<file path="src/rtl/alu_pkg.sv">
// Shared definitions for the multiply-accumulate result path: FSM state
// encoding, product format of the upstream sign-magnitude multiplier and
// default accumulator/counter widths.
package alu_pkg;

  // Product stream format coming from the 3-bit signed multiplier
  localparam int PROD_W    = 5;
  localparam int PROD_SIGN = 4;

  // Default widths of the accumulator/result and the beat counter
  localparam int ACC_W_DEF = 8;
  localparam int CNT_W_DEF = 4;

  // Burst FSM states
  typedef enum logic [1:0] {
    ST_IDLE  = 2'd0,
    ST_ACCUM = 2'd1,
    ST_HOLD  = 2'd2
  } state_t;

endpackage : alu_pkg

</file>
<file path="src/rtl/mul_accum_if.sv">
// Handshake bundle between the product source, the accumulator and the
// ALU result path. The master modport is the side that drives products in
// and consumes results; the slave modport is the accumulator itself.
interface mul_accum_if
  import alu_pkg::*;
#(
  parameter int ACC_W = ACC_W_DEF,
  parameter int CNT_W = CNT_W_DEF
);

  logic              in_valid;
  logic              in_ready;
  logic [PROD_W-1:0] in_prod;
  logic              in_last;
  logic              clear;
  logic              out_valid;
  logic              out_ready;
  logic [ACC_W-1:0]  out_sum;
  logic [CNT_W-1:0]  out_count;
  logic              out_ovf;

  modport master (
    output in_valid, in_prod, in_last, clear, out_ready,
    input  in_ready, out_valid, out_sum, out_count, out_ovf
  );

  modport slave (
    input  in_valid, in_prod, in_last, clear, out_ready,
    output in_ready, out_valid, out_sum, out_count, out_ovf
  );

endinterface : mul_accum_if

</file>
<file path="src/rtl/mul_accum_sm_to_tc.sv">
// Purely combinational sign-magnitude to two's-complement converter.
// A negative zero (sign set, magnitude zero) maps to plain zero.
module sm_to_tc
  import alu_pkg::*;
#(
  parameter int ACC_W = ACC_W_DEF
) (
  input  logic [PROD_W-1:0] i_prod,
  output logic [ACC_W-1:0]  o_val
);

  logic [ACC_W-1:0] w_mag;

  // Zero-extend the magnitude, then negate it when the sign bit is set
  always_comb begin
    w_mag = {{(ACC_W-PROD_W+1){1'b0}}, i_prod[PROD_W-2:0]};
    o_val = i_prod[PROD_SIGN] ? (-w_mag) : w_mag;
  end

endmodule : sm_to_tc

</file>
<file path="src/rtl/mul_accum.sv">
// Multiply-accumulate burst collector. Accepts sign-magnitude products,
// sums them in two's complement over a burst closed by in_last, and holds
// the sum, beat count and sticky overflow flag until the result path
// takes them.
// Optional build macro: MUL_ACCUM_SAT_EN -- when defined the accumulator
// saturates at its signed limits instead of wrapping; ovf is set either way.
module mul_accum
  import alu_pkg::*;
#(
  parameter int ACC_W = ACC_W_DEF,
  parameter int CNT_W = CNT_W_DEF
) (
  input  logic        clk,
  input  logic        rst_n,
  mul_accum_if.slave  bus
);

  localparam logic [ACC_W-1:0] ACC_MAX = {1'b0, {(ACC_W-1){1'b1}}};
  localparam logic [ACC_W-1:0] ACC_MIN = {1'b1, {(ACC_W-1){1'b0}}};
  localparam logic [CNT_W-1:0] CNT_MAX = {CNT_W{1'b1}};
  localparam logic [CNT_W-1:0] CNT_ONE = CNT_W'(1);

  state_t           r_state;
  state_t           w_nextState;
  logic [ACC_W-1:0] r_acc;
  logic [ACC_W-1:0] w_nextAcc;
  logic [CNT_W-1:0] r_count;
  logic [CNT_W-1:0] w_nextCount;
  logic             r_ovf;
  logic             w_nextOvf;
  logic             w_loadOut;

  logic [ACC_W-1:0] r_outSum;
  logic [CNT_W-1:0] r_outCount;
  logic             r_outOvf;

  logic [ACC_W-1:0] w_val;
  logic             w_inReady;
  logic             w_accept;
  logic [ACC_W:0]   w_sumExt;
  logic             w_addOvf;
  logic [ACC_W-1:0] w_addResult;
  logic [CNT_W-1:0] w_countInc;

  sm_to_tc #(
    .ACC_W (ACC_W)
  ) u_sm_to_tc (
    .i_prod (bus.in_prod),
    .o_val  (w_val)
  );

  assign w_inReady     = (r_state != ST_HOLD);
  assign w_accept      = bus.in_valid & w_inReady;
  assign bus.in_ready  = w_inReady;
  assign bus.out_valid = (r_state == ST_HOLD);
  assign bus.out_sum   = r_outSum;
  assign bus.out_count = r_outCount;
  assign bus.out_ovf   = r_outOvf;

  // Sign-extended add; overflow shows as disagreement of the top two bits,
  // and the extra top bit tells which limit a clamp should go to
  always_comb begin
    w_sumExt    = {r_acc[ACC_W-1], r_acc} + {w_val[ACC_W-1], w_val};
    w_addOvf    = w_sumExt[ACC_W] ^ w_sumExt[ACC_W-1];
`ifdef MUL_ACCUM_SAT_EN
    if (w_addOvf) begin
      w_addResult = w_sumExt[ACC_W] ? ACC_MIN : ACC_MAX;
    end else begin
      w_addResult = w_sumExt[ACC_W-1:0];
    end
`else
    w_addResult = w_sumExt[ACC_W-1:0];
`endif
    w_countInc  = (r_count == CNT_MAX) ? r_count : (r_count + CNT_ONE);
  end

  // Next-state and datapath update; clear overrides accept and handshake
  always_comb begin
    w_nextState = r_state;
    w_nextAcc   = r_acc;
    w_nextCount = r_count;
    w_nextOvf   = r_ovf;
    w_loadOut   = 1'b0;
    if (bus.clear) begin
      w_nextState = ST_IDLE;
      w_nextAcc   = '0;
      w_nextCount = '0;
      w_nextOvf   = 1'b0;
    end else begin
      case (r_state)
        ST_IDLE: begin
          if (w_accept) begin
            w_nextAcc   = w_val;
            w_nextCount = CNT_ONE;
            w_nextOvf   = 1'b0;
            w_nextState = bus.in_last ? ST_HOLD : ST_ACCUM;
            w_loadOut   = bus.in_last;
          end
        end
        ST_ACCUM: begin
          if (w_accept) begin
            w_nextAcc   = w_addResult;
            w_nextCount = w_countInc;
            w_nextOvf   = r_ovf | w_addOvf;
            if (bus.in_last) begin
              w_nextState = ST_HOLD;
              w_loadOut   = 1'b1;
            end
          end
        end
        ST_HOLD: begin
          if (bus.out_ready) begin
            w_nextState = ST_IDLE;
          end
        end
        default: begin
          w_nextState = ST_IDLE;
        end
      endcase
    end
  end

  // State and accumulator registers
  always_ff @(posedge clk or negedge rst_n) begin
    if (!rst_n) begin
      r_state <= ST_IDLE;
      r_acc   <= '0;
      r_count <= '0;
      r_ovf   <= 1'b0;
    end else begin
      r_state <= w_nextState;
      r_acc   <= w_nextAcc;
      r_count <= w_nextCount;
      r_ovf   <= w_nextOvf;
    end
  end

  // Result registers capture only on entry into HOLD and otherwise keep
  // their last value
  always_ff @(posedge clk or negedge rst_n) begin
    if (!rst_n) begin
      r_outSum   <= '0;
      r_outCount <= '0;
      r_outOvf   <= 1'b0;
    end else if (w_loadOut) begin
      r_outSum   <= w_nextAcc;
      r_outCount <= w_nextCount;
      r_outOvf   <= w_nextOvf;
    end
  end

endmodule : mul_accum
</file>
<file path="src/flat_wrapper.sv">
// flat-port wrapper written by rule: the top's interface ports become plain ports
module mul_accum_flat import alu_pkg::*;
#(
  parameter int ACC_W = ACC_W_DEF,
  parameter int CNT_W = CNT_W_DEF
)
  (clk, rst_n, bus_in_valid, bus_in_prod, bus_in_last, bus_clear, bus_out_ready, bus_in_ready, bus_out_valid, bus_out_sum, bus_out_count, bus_out_ovf);
  mul_accum_if #(.ACC_W(ACC_W), .CNT_W(CNT_W)) bus_i ();
  input  logic clk;
  input  logic rst_n;
  input wire logic [$bits(bus_i.in_valid)-1:0] bus_in_valid;
  input wire logic [$bits(bus_i.in_prod)-1:0] bus_in_prod;
  input wire logic [$bits(bus_i.in_last)-1:0] bus_in_last;
  input wire logic [$bits(bus_i.clear)-1:0] bus_clear;
  input wire logic [$bits(bus_i.out_ready)-1:0] bus_out_ready;
  output wire logic [$bits(bus_i.in_ready)-1:0] bus_in_ready;
  output wire logic [$bits(bus_i.out_valid)-1:0] bus_out_valid;
  output wire logic [$bits(bus_i.out_sum)-1:0] bus_out_sum;
  output wire logic [$bits(bus_i.out_count)-1:0] bus_out_count;
  output wire logic [$bits(bus_i.out_ovf)-1:0] bus_out_ovf;
  assign bus_i.in_valid = bus_in_valid;
  assign bus_i.in_prod = bus_in_prod;
  assign bus_i.in_last = bus_in_last;
  assign bus_i.clear = bus_clear;
  assign bus_i.out_ready = bus_out_ready;
  assign bus_in_ready = bus_i.in_ready;
  assign bus_out_valid = bus_i.out_valid;
  assign bus_out_sum = bus_i.out_sum;
  assign bus_out_count = bus_i.out_count;
  assign bus_out_ovf = bus_i.out_ovf;
  mul_accum #(.ACC_W(ACC_W), .CNT_W(CNT_W)) u_core (.clk(clk), .rst_n(rst_n), .bus(bus_i));
endmodule
</file>
<file path="config.mk">
export PLATFORM = sky130hd
export DESIGN_NAME = mul_accum_flat
export DESIGN_NICKNAME = d
export VERILOG_FILES = /design/src/rtl/alu_pkg.sv /design/src/rtl/mul_accum_if.sv /design/src/rtl/mul_accum_sm_to_tc.sv /design/src/rtl/mul_accum.sv /design/src/flat_wrapper.sv
export SDC_FILE = /design/constraint.sdc
export NUM_CORES = 1
export LEC_CHECK = 0
export CAP_MARGIN = 10
export CELL_PAD_IN_SITES_DETAIL_PLACEMENT = 1
export CELL_PAD_IN_SITES_GLOBAL_PLACEMENT = 1
export CORE_AREA = 2 2 72 74
export DETAILED_ROUTE_END_ITERATION = 10
export DIE_AREA = 0 0 74 76
export PLACE_DENSITY_LB_ADDON = 0.1
export SKIP_CTS_REPAIR_TIMING = 1
export SYNTH_ARGS = -nofsm -noshare
export SYNTH_HDL_FRONTEND = slang
export SYNTH_SLANG_ARGS = --single-unit
</file>
<file path="constraint.sdc">
create_clock -name clk -period 6.3 [get_ports clk]
set_input_delay 0.945 -clock clk [delete_from_list [all_inputs] [get_ports clk]]
set_output_delay 0.945 -clock clk [all_outputs]
set_load 0.02 [all_outputs]
</file>
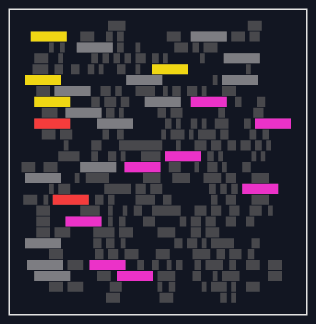
**Above:** run 1 (sequential cells grouped by signal name).
Scale: 4 px per um. Other sequential cells in the stronger gray, the rest of the logic in the fainter gray.
color	netlist name	sequential cells
red	u_core.r_state	2
magenta	u_core.r_acc	8
yellow	u_core.bus.out_count	4

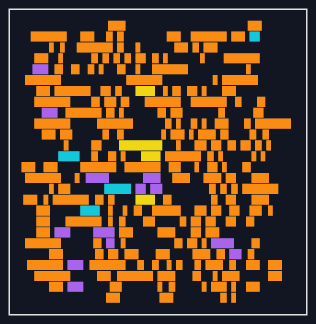
**Above:** run 1 (cells by drive strength).
Scale: 4 px per um.
color	size	cells	share
yellow	x6 and larger	4	1.8%
cyan	x3 and x4	4	1.8%
purple	x2	13	5.8%
orange	x1 and smaller	202	91%

==> results.sh, run 1 <==
# yosys + openroad results
export IMPL_outcome="completed"
export IMPL_drc=0
export IMPL_drt_first_iter_violations=73
export IMPL_drtPass1Iterations=4
export IMPL_layout_top_cell="dfrtp_1"
export IMPL_lay_top_cells="dfrtp_1 (28), clkdlybuf4s50_1 (25), a21oi_1 (19)"
export IMPL_worstSetupPathType="input pin to flop"
export IMPL_warnings=26
export IMPL_n_all_inverters=12
export IMPL_placed_area_sq_um=2180
export IMPL_fin_cells=293
export IMPL_worstPathCellList="clkdlybuf4s50_1 -> inv_1 -> ha_1 -> nand2_1 -> o21ai_0 -> fa_1 -> a211oi_1 -> o21bai_1 -> o22ai_1 -> xnor2_1 -> o41ai_2"
export IMPL_ir_drop_v=0.000111
export IMPL_top_area_cell="dfrtp_1"
export IMPL_power_switching_mw=0.178
export IMPL_grt_use_met2_pct=28.4
export IMPL_port_buffers=25
export IMPL_hold_path_class="flop to flop"
export IMPL_synthCells=202
export IMPL_p_seq_mw=0.219
export IMPL_post_route_min_period_ns=3.64
export IMPL_grt_pass1_wl_um=8510
export IMPL_hold_slack_ns=0.486
export IMPL_cap_violations=0
export IMPL_grt_max_degree=29
export IMPL_die_x_um=74
export IMPL_layout_area_overhead_vs_synth_pct=19.2
export IMPL_place_gp_congestion=0.846
export IMPL_rsz0062_at_grt="no"
export IMPL_slowest_stage="clkdlybuf4s50_1"
export IMPL_p_clk_share_pct=26.5
export IMPL_cts_tree="built"
export IMPL_layout_nonclk_buf_share_pct=11.4
export IMPL_busiest_layer="met1"
export IMPL_clock_latency_late_pin_ns=0.28
export IMPL_htreeDepth=1
export IMPL_tns_ns=0
export IMPL_setup_ws_ns=2.66
export IMPL_max_stage_delay_ns=0.54
export IMPL_synth_nets=225
export IMPL_p_seq_share_pct=40.1
export IMPL_regArea_sq_um=701
export IMPL_fin_nets=247
export IMPL_p_total_mw=0.547
export IMPL_cts_path_max_buffers=2
export IMPL_worstReg2RegEnd="u_core.bus.out_ovf"
export IMPL_synth_cell_types=50
export IMPL_async_flop_share_pct=100
export IMPL_yosys_warnings=0
export IMPL_synth_top_flop_cell="dfrtp_1"
export IMPL_route_met2_wl_um=2370
export IMPL_ys_area_sq_um=1890
export IMPL_synth_area_sq_um=1890
export IMPL_post_place_cells=289
export IMPL_ff_count=28
export IMPL_first_global_vias=1695
export IMPL_ys_seq_share_pct=37.1
export IMPL_clock_sinks=28
export IMPL_crit_fanout=4
export IMPL_wl_met1_um=2460
export IMPL_cts_clk_slew_worst_paths_ns=0.10
export IMPL_utilization_pct=45.8
export IMPL_grt_use_met3_pct=2.38
export IMPL_comb_multi_input_count=153
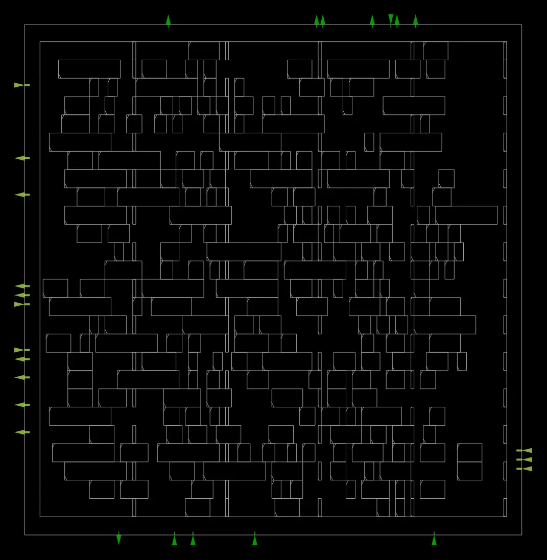
**Above:** run 1 (placed standard cells).
fill count: 554
core area: 4910 sq um
placement row count: 26

run 1: registers in the layout, summed over array words and instances (netlist names):
| signal | flops |
|---|---|
| u_core.r_count | 4 |
| u_core.bus.out_ovf | 1 |
| u_core.bus.out_sum | 8 |
| u_core.r_state | 2 |
| u_core.bus.out_count | 4 |
| u_core.r_acc | 8 |
| u_core.r_ovf | 1 |
run 1: worst reg2reg max path, delay by kind of cell, from the launching register on:
family           cells  cell delay, ns
flip-flops           1            0.61
AND-OR/OR-AND        2            0.40
AND/OR/NAND/NOR      2            1.31
run 1: cell families after synthesis:
group	Yosys count	share of synthesized area [%]
XOR/XNOR	5	2.72
AND-OR/OR-AND	64	22.5
AND/OR/NAND/NOR	60	17.2
multiplexers	12	6.95
buffers and inverters	21	5.23
adder cells (fa/ha/maj)	12	8.34
flip-flops	28	37.1
--- run 2 (diff from run 1) ---
==> constraint.sdc (replaced) <==
create_clock -name clk -period 3.81 [get_ports clk]
set_input_delay 0.5715 -clock clk [delete_from_list [all_inputs] [get_ports clk]]
set_output_delay 0.5715 -clock clk [all_outputs]
set_load 0.02 [all_outputs]
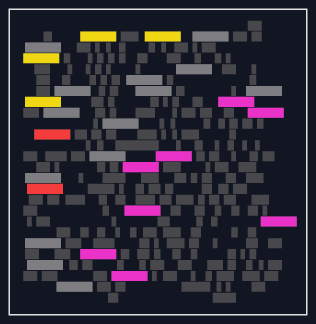
**Above:** run 2 (sequential cells grouped by signal name).
Scale: 4 px per um. Other sequential cells in the stronger gray, the rest of the logic in the fainter gray.
color	netlist name	sequential cells
red	u_core.r_state	2
magenta	u_core.r_acc	8
yellow	u_core.bus.out_count	4

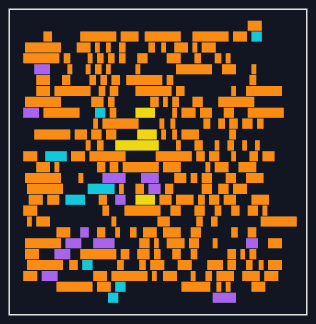
**Above:** run 2 (cells by drive strength).
Scale: 4 px per um.
color	size	cells	share	most used
yellow	x6 and larger	4	1.8%	clkbuf_8
orange	x1 and smaller	202	89%	dfrtp_1
cyan	x3 and x4	8	3.5%	buf_4
purple	x2	13	5.7%	mux2_2

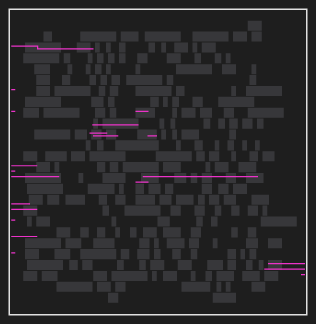
**Above:** run 2 (the metal 3 layer).
Scale: 4 px per um.
share of all routed wire	2.7%
longest straight run	28.5 um

==> run 2 against run 1 <==
Area after synthesis did not move; power rose by 66%; die size did not move; critical endpoint unchanged; highest routed layer unchanged.
==> results.sh, run 2 <==
# yosys + openroad results
export IMPL_outcome="completed"
export IMPL_synth_nets=225
export IMPL_fin_cells=297
export IMPL_hold_slack_ns=0.490
export IMPL_p_clk_share_pct=26.5
export IMPL_cp_end_kind="flop"
export IMPL_regArea_sq_um=701
export IMPL_ys_area_sq_um=1890
export IMPL_ir_drop_v=0.000161
export IMPL_crit_fanout=4
export IMPL_hold_path_class="flop to flop"
export IMPL_lay_top_cells="dfrtp_1 (28), clkdlybuf4s50_1 (25), a21oi_1 (19)"
export IMPL_logic_family="AND-OR/OR-AND gates"
export IMPL_post_place_cells=293
export IMPL_layout_area_overhead_vs_synth_pct=20.8
export IMPL_worstSetupPathType="input pin to flop"
export IMPL_tns_ns=0
export IMPL_p_total_mw=0.909
export IMPL_synth_top_flop_cell="dfrtp_1"
export IMPL_max_stage_delay_ns=0.55
export IMPL_placed_area_sq_um=2210
export IMPL_cts_path_max_buffers=2
export IMPL_worstPathCellList="clkdlybuf4s50_1 -> inv_1 -> ha_1 -> nand2_1 -> o21ai_0 -> fa_1 -> a211oi_1 -> o21bai_1 -> o22ai_1 -> xnor2_1 -> o41ai_2"
export IMPL_synthAoiAreaFrac_pct=22.5
export IMPL_rows=26
export IMPL_wl_met1_um=2450
export IMPL_slowest_stage="clkdlybuf4s50_1"
export IMPL_first_global_vias=1685
export IMPL_synthCells=202
export IMPL_synth_cell_types=50
export IMPL_synthXorXnorAreaFrac_pct=2.72
export IMPL_yosys_warnings=0
export IMPL_p_seq_mw=0.363
export IMPL_utilization_pct=46.5
export IMPL_grt_pass1_wl_um=8640
export IMPL_power_switching_mw=0.295
export IMPL_route_met2_wl_um=2520
export IMPL_cts_clk_slew_worst_paths_ns=0.10
export IMPL_worstReg2RegEnd="u_core.bus.out_ovf"
export IMPL_drt_first_iter_violations=55
export IMPL_numSynthFlops=28
export IMPL_place_gp_congestion=0.889
export IMPL_fillers=557
export IMPL_synth_area_sq_um=1890
export IMPL_cap_violations=0
export IMPL_warnings=26
export IMPL_ys_sh_adder_pct=8.34
export IMPL_mux_area_share_pct=6.95
export IMPL_p_seq_share_pct=40.0
export IMPL_busiest_layer="met2"
export IMPL_grt_max_degree=29
export IMPL_post_route_min_period_ns=3.24
export IMPL_ys_seq_share_pct=37.1
export IMPL_post_drt_via_cell_ratio=5.38
export IMPL_grt_use_met3_pct=2.91
export IMPL_rsz0062_at_grt="no"
export IMPL_comb_multi_input_count=153
export IMPL_async_flop_share_pct=100
export IMPL_ff_count=28
export IMPL_simple_gate_share_pct=17.2
export IMPL_grt_use_met2_pct=32.0
export IMPL_port_buffers=25
export IMPL_top_area_cell="dfrtp_1"
export IMPL_htreeDepth=1
export IMPL_layout_nonclk_buf_share_pct=12.6
export IMPL_setup_ws_ns=0.575
export IMPL_fin_skew_ns=0.00556
export IMPL_drc=0
export IMPL_drtPass1Iterations=4
export IMPL_coreArea_sq_um=4910
==> run 2: cell counts after synthesis <==
No cell type changed its count.
==> run 2: how the worst max path moves through the flow <==
| stage | from | endpoint | slack (ns) | cells after the start |
|---|---|---|---|---|
| after floorplan | bus_in_prod[0] | u_core.bus.out_ovf | 1.14 | 10 |
| after global placement | bus_in_prod[0] | u_core.bus.out_ovf | 0.47 | 11 |
| after detailed placement | bus_in_prod[0] | u_core.bus.out_ovf | 0.28 | 11 |
| after CTS | bus_in_prod[0] | u_core.bus.out_ovf | 0.57 | 11 |
| after global routing | bus_in_prod[0] | u_core.bus.out_ovf | 0.38 | 11 |
| final | bus_in_prod[0] | u_core.bus.out_ovf | 0.57 | 11 |
--- run 3 (diff from run 2) ---
--- a/config.mk
+++ b/config.mk
@@ -8,9 +8,9 @@
 export CAP_MARGIN = 10
 export CELL_PAD_IN_SITES_DETAIL_PLACEMENT = 1
 export CELL_PAD_IN_SITES_GLOBAL_PLACEMENT = 1
-export CORE_AREA = 2 2 72 74
+export CORE_AREA = 2 2 74 76
 export DETAILED_ROUTE_END_ITERATION = 10
-export DIE_AREA = 0 0 74 76
+export DIE_AREA = 0 0 76 78
 export PLACE_DENSITY_LB_ADDON = 0.1
 export SKIP_CTS_REPAIR_TIMING = 1
 export SYNTH_ARGS = -nofsm -noshare
==> constraint.sdc (replaced) <==
create_clock -name clk -period 2.7 [get_ports clk]
set_input_delay 0.405 -clock clk [delete_from_list [all_inputs] [get_ports clk]]
set_output_delay 0.405 -clock clk [all_outputs]
set_load 0.02 [all_outputs]
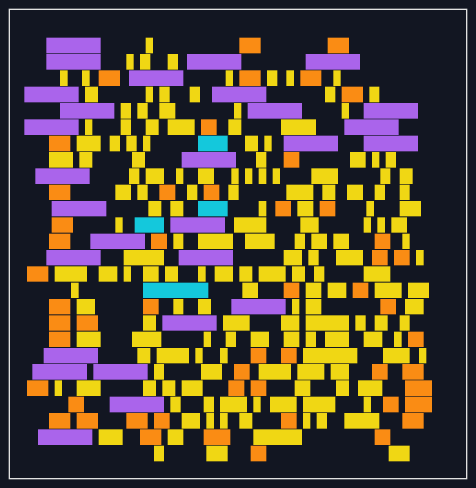
**Above:** run 3 (placement by cell class).
Scale: 6 px per um.
color	class	cells	share of their area
orange	remaining buffers and delay cells	52	19%
yellow	remaining logic cells	165	50%
purple	registers	28	29%
cyan	clock drivers and dummy loads	4	2.9%

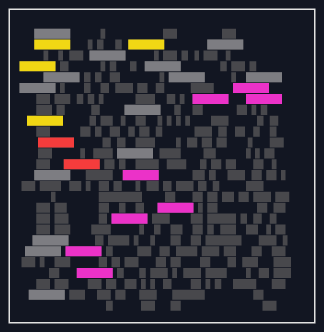
**Above:** run 3 (sequential cells grouped by signal name).
Scale: 4 px per um. Other sequential cells in the stronger gray, the rest of the logic in the fainter gray.
color	netlist name	sequential cells
red	u_core.r_state	2
magenta	u_core.r_acc	8
yellow	u_core.bus.out_count	4
not colored	14

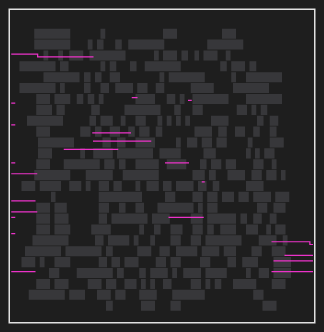
**Above:** run 3 (the metal 3 layer).
Scale: 4 px per um.
wire length on this layer	139 um
longest straight run	14.3 um

==> run 3 against run 2 <==
Cell area up 11%; via count up 6.7%; combinational power up 68%; synthesized cell count unchanged; clock skew about the same; area after synthesis unchanged; clock power up 37%; wire length up 3.0%; largest power group is now combinational cells.
==> results.sh, run 3 <==
# yosys + openroad results
export IMPL_outcome="completed"
export IMPL_slowest_stage="or3b_2"
export IMPL_cap_violations=0
export IMPL_grt_use_met2_pct=32.3
export IMPL_max_stage_delay_ns=0.47
export IMPL_clock_latency_late_pin_ns=0.28
export IMPL_p_seq_mw=0.509
export IMPL_p_clk_share_pct=24.3
export IMPL_p_int_mw=0.918
export IMPL_layout_area_overhead_vs_synth_pct=34.5
export IMPL_hold_path_class="flop to flop"
export IMPL_top_area_cell="dfrtp_1"
export IMPL_post_route_min_period_ns=2.57
export IMPL_cts_path_max_buffers=2
export IMPL_p_seq_share_pct=37.7
export IMPL_worstReg2RegEnd="u_core.bus.out_sum[2]"
export IMPL_rsz0062_at_grt="no"
export IMPL_async_flop_share_pct=100
export IMPL_utilization_pct=50.4
export IMPL_drt_first_iter_violations=81
export IMPL_post_drt_via_cell_ratio=5.34
export IMPL_crit_start="bus_in_prod[3]"
export IMPL_grt_max_degree=29
export IMPL_yosys_warnings=0
export IMPL_worstPathCellList="clkdlybuf4s50_1 -> or3b_2 -> and2_4 -> ha_4 -> o211ai_1 -> o211ai_1 -> a21oi_2 -> buf_4 -> xnor2_2 -> o31ai_1"
export IMPL_top_cells_by_count="dfrtp_1 (28), a21oi_1 (19), nor2_1 (15)"
export IMPL_synthCells=202
export IMPL_timing_fmax_mhz=388
export IMPL_ir_drop_v=0.000338
export IMPL_setup_ws_ns=0.126
export IMPL_ys_area_sq_um=1890
export IMPL_coreArea_sq_um=5040
export IMPL_critical_path_depth=10
export IMPL_rows=26
export IMPL_reg2reg_slack_ns=0.52
export IMPL_synth_top_flop_cell="dfrtp_1"
export IMPL_hold_slack_ns=0.481
export IMPL_crit_end="u_core.r_ovf"
export IMPL_placed_area_sq_um=2370
export IMPL_power_switching_mw=0.432
export IMPL_htreeDepth=1
export IMPL_cts_clk_slew_worst_paths_ns=0.10
export IMPL_tns_ns=0
export IMPL_worstSetupPathType="input pin to flop"
export IMPL_lay_top_cells="dfrtp_1 (28), buf_4 (27), clkdlybuf4s50_1 (22)"
export IMPL_post_place_cells=314
export IMPL_cts_root_buffer="clkbuf_8"
export IMPL_p_total_mw=1.35
export IMPL_route_met2_wl_um=2630
export IMPL_synth_area_sq_um=1890
export IMPL_cp_end_kind="flop"
export IMPL_start_kind="input pin"
export IMPL_wl_met1_um=2480
export IMPL_fillers=576
export IMPL_fin_skew_ns=0.00579
export IMPL_synth_cell_types=50
export IMPL_busiest_layer="met2"
export IMPL_drtPass1Iterations=6
export IMPL_grt_pass1_wl_um=8960
export IMPL_place_gp_congestion=0.805
export IMPL_first_global_vias=1849
export IMPL_grt_use_met3_pct=3.14
## run 3: cells by family (layout without fill, tap and decap cells)
group | count (synthesis) | after routing | synth area share (%)
compound gates | 64 | 64 | 22.5
xor+xnor | 5 | 5 | 2.72
fa+ha+maj | 12 | 12 | 8.34
buf+inv | 21 | 68 | 5.23
flops | 28 | 28 | 37.1
mux | 12 | 12 | 6.95
simple gates | 60 | 60 | 17.2
## run 3: layout make-up
class / instances / area [sq um] / share of cell area [%]
multi-input cells: 153 / 1180 / 46.3
flip-flops and latches: 28 / 701 / 27.6
repair buffers: 52 / 460 / 18.1
well taps: 70 / 87.6 / 3.45
inverters: 12 / 45.0 / 1.77
clock buffers: 3 / 41.3 / 1.62
clock inverters: 1 / 30.0 / 1.18
Power figures rest on the tool's default switching activity, not on a simulated workload.
